==> config.mk <==
export PLATFORM = sky130hd
export DESIGN_NAME = oam_dma
export DESIGN_NICKNAME = d
export VERILOG_FILES = /design/src/rtl/gb_pkg.sv /design/src/rtl/oam_dma.sv
export SDC_FILE = /design/constraint.sdc
export NUM_CORES = 1
export LEC_CHECK = 0
export ABC_AREA = 1
export CAP_MARGIN = 10
export CORE_UTILIZATION = 44
export DETAILED_ROUTE_END_ITERATION = 7
export PLACE_DENSITY = 0.92
export SETUP_SLACK_MARGIN = 0.2
export SLEW_MARGIN = 20
export SYNTH_ARGS = -nofsm -noshare
export SYNTH_HDL_FRONTEND = slang
export SYNTH_SLANG_ARGS = --single-unit
==> constraint.sdc <==
create_clock -name clk -period 3.1 [get_ports clk]
set_input_delay 0.93 -clock clk [delete_from_list [all_inputs] [get_ports clk]]
set_output_delay 0.93 -clock clk [all_outputs]
set_load 0.005 [all_outputs]
Fig. 1: wires at chosen ports, followed through buffers
The bar under the picture is 20 um long.
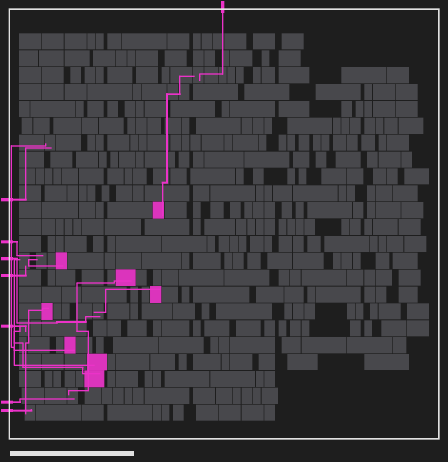
cpu_d_in -> magenta  # direction output, end cells 8, wire 286 um
IO Pins: 94
number of port buffers: 93

Fig. 2: the metal 1 layer
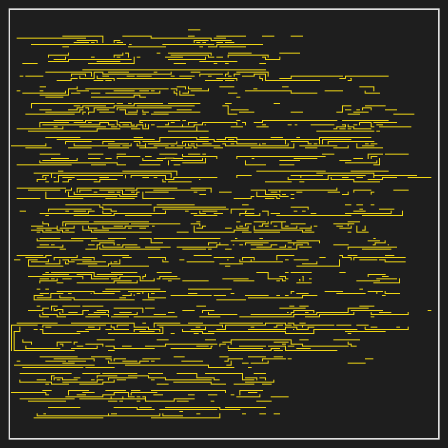
longest straight run = 29.4 um
nets with wire on the layer = 392
wire length reported by the detailed router: 8.57 mm
GR Util met1: 35.0%
total via count in the routed design: 2762

Fig. 3: clock distribution
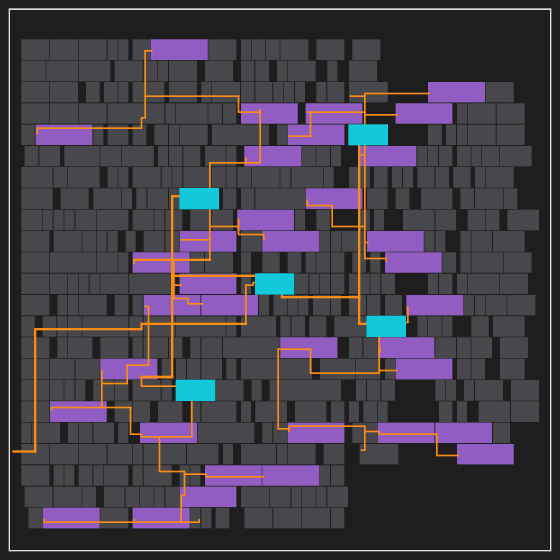
clock wires -> orange  # length 483 um
flip-flops -> purple  # count 35
clock drivers -> cyan  # count 5
routed clock nets = 6
part of the power in the clock network: 29.9%
Worst-Skew Late Latency: 0.30 ns
clock group power: 0.377 mW

Fig. 4: routing congestion map
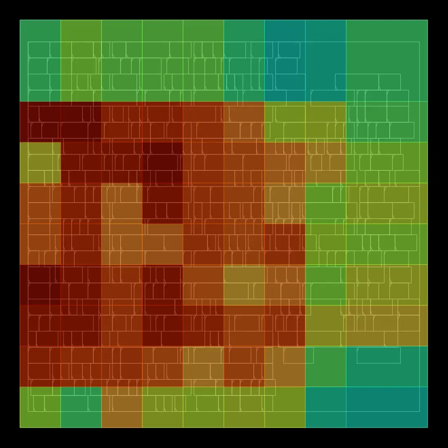
most used routing layer: met2
met2 Track Usage GR: 57.3%

Fig. 5: sequential cells coloured by netlist name
Other sequential cells in the stronger grey, the rest of the logic in the fainter grey.
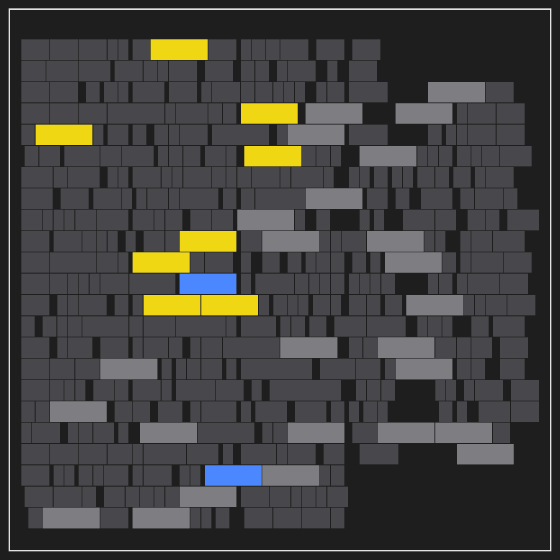
src_raw -> yellow  # placed flops 8
state -> blue  # placed flops 2
not coloured = 25
area occupied by registers: 701 sq um
Util after Layout: 81.8%
flip-flop and latch power: 0.481 mW

==> qor.txt <==
Antenna Cells - 0
area of the mapped netlist - 1970 sq um
chip footprint - 4760 sq um
largest net degree at the start of global routing - 37
area growth from synthesis to final layout - 71.7%
run status - finished clean
CTS buffer count - 5
most frequent cell after synthesis - sky130_fd_sc_hd__nand2_1
Commonest cells post-synth - sky130_fd_sc_hd__nand2_1, sky130_fd_sc_hd__dfxtp_1, sky130_fd_sc_hd__nor2_1
tally of non-filler cells in the final layout - 463
CP startpoint kind - input pin
post-detailed-placement half-perimeter wirelength - 4.47 mm
worst-margin pin slew - 0.604 ns
Slowest Stage Delay on Critical Path - 0.20 ns
highest clock frequency the design can meet - 335 MHz
slowest cell on the critical path - sky130_fd_sc_hd__nor2_4
number of design rule violations left after detail routing - 0
routed len/inst - 18.5 um
Final Slew Violations - 0
clock transition at the register clock pins on the worst setup and hold paths after CTS - 0.06 ns
Register-to-Register Setup Slack - 1.61 ns
pre-placement core utilization - 47.6%
initial drt markers - 307
number of nets produced by synthesis - 344
GRT overflow - 0
number of buffers on the longest clock path - 2
total placed cells including tap cells - 436
endpoint required time on the critical path - 2.17 ns
synthesis-stage register bit count - 35
number of max-capacitance violations reported - 0
Crit Path Category - in -> out
cell taking the most area after synthesis - sky130_fd_sc_hd__dfxtp_1
Post-synth top flop - sky130_fd_sc_hd__dfxtp_1
Post-Route Skew - 0.0120 ns
number of H-tree levels - 2
routability cong. - 0.899
detailed-router iteration count before antenna repair - 7
post-synthesis chip area from yosys - 1970 sq um
vias per inst - 5.97
height of the die - 69.0 um
count of flip-flops with a built-in enable after synthesis - 0
via count of the first global-routing pass - 2503
area share, top type - 35.5%
worst relative slew slack - 59.7%
per-instance average area after synthesis - 6.67 sq um
sequential-to-total area share from yosys stat - 35.5%
OpenROAD warning count - 30
count of unique library cells instantiated by Yosys - 24
number of inserted filler cells in the final layout - 228
asr flop ratio synth - 0%
cell count after synthesis - 296
type of destination of the critical path - output pin
Yosys warning count - 0
maximum vdd ir drop - 0.251 mV
clock period minus worst slack - 2.98 ns
initial antenna violation count - 0
crit path DAT - 2.05 ns
number of antenna-violating nets in the routed design - 0
endpoints failing setup - 0
most used cells in the layout excluding fill and tap cells - sky130_fd_sc_hd__nand2_1, sky130_fd_sc_hd__clkdlybuf4s50_1, sky130_fd_sc_hd__dfxtp_1
Cells on Worst Hold Path - 2
cell breakdown of the critical path - buf_6 > inv_4 > nand2_4 > nor2_4 > nand2_4 > buf_6 > nor2_4 > nand2_2 > o21ai_2 > buf_2
standby leakage power - 1.51 nW
x dimension of the die - 69.0 um
type of the worst min-delay path - reg -> reg
Commonest Layout Cell - sky130_fd_sc_hd__nand2_1
## cell type report
class                           count  area, sq um  share of cell area, %
Multi-Input combinational cell    223         1240                   36.5
Clock buffer                        8          100                   2.95
Inverter                           20         82.6                   2.44
Tap cell                           50         62.6                   1.85
Timing Repair Buffer              127         1200                   35.5
Sequential cell                    35          701                   20.7
## routing by layer
| layer | vias up | wire length, um | global-route usage, % |
|---|---|---|---|
| li1 | 1175 | - | - |
| met1 | 1270 | 3100 | 35.0 |
| met2 | 240 | 4050 | 57.3 |
| met3 | 77 | 840 | 7.07 |
| met4 | 0 | 581 | 22.4 |
| met5 | - | 0 | 0 |
## power by group
part	switching (mW)	internal [mW]	total, mW
Sequential	0.0143	0.467	0.481
Clock	0.174	0.203	0.377
Combinational	0.185	0.219	0.404
## cells by family after synthesis
family | synth area share (%)
xor+xnor | 1.33
flops | 35.5
buf+inv | 10.6
simple gates | 37.8
compound gates | 11.7
fa+ha+maj | 3.17
## stage by stage
stage	power [mW]	hold slack [ns]	worst slack, ns	instance area, sq um	TNS (ns)
finish	1.26	0.463	0.119	3390	0
CTS	1.19	0.465	0.194	3240	0
detailed placement	0.817	0.457	-0.549	2960	-4.48
global route	1.30	0.490	0.101	3390	0
floorplan	0.609	0.451	0.487	1970	0
global placement	0.813	0.450	-0.523	2960	-4.36
## repair_timing
action / 4_1_cts / 5_1_grt
pin swaps: 19 / 13
hold buffers: 0 / 0
cloned: 2 / 1
gates resized: 126 / 51
endpoints found under the setup margin: 26 / 25
setup buffers: 12 / 4
## critical path: cells and delay by family
kind / cells / cell delay (ns)
and+or+nand+nor: 5 / 0.58
AOI/OAI and AO/OA: 1 / 0.10
buffers and inverters: 4 / 0.42
No activity file was given, so power comes from the tool's default toggle rates.
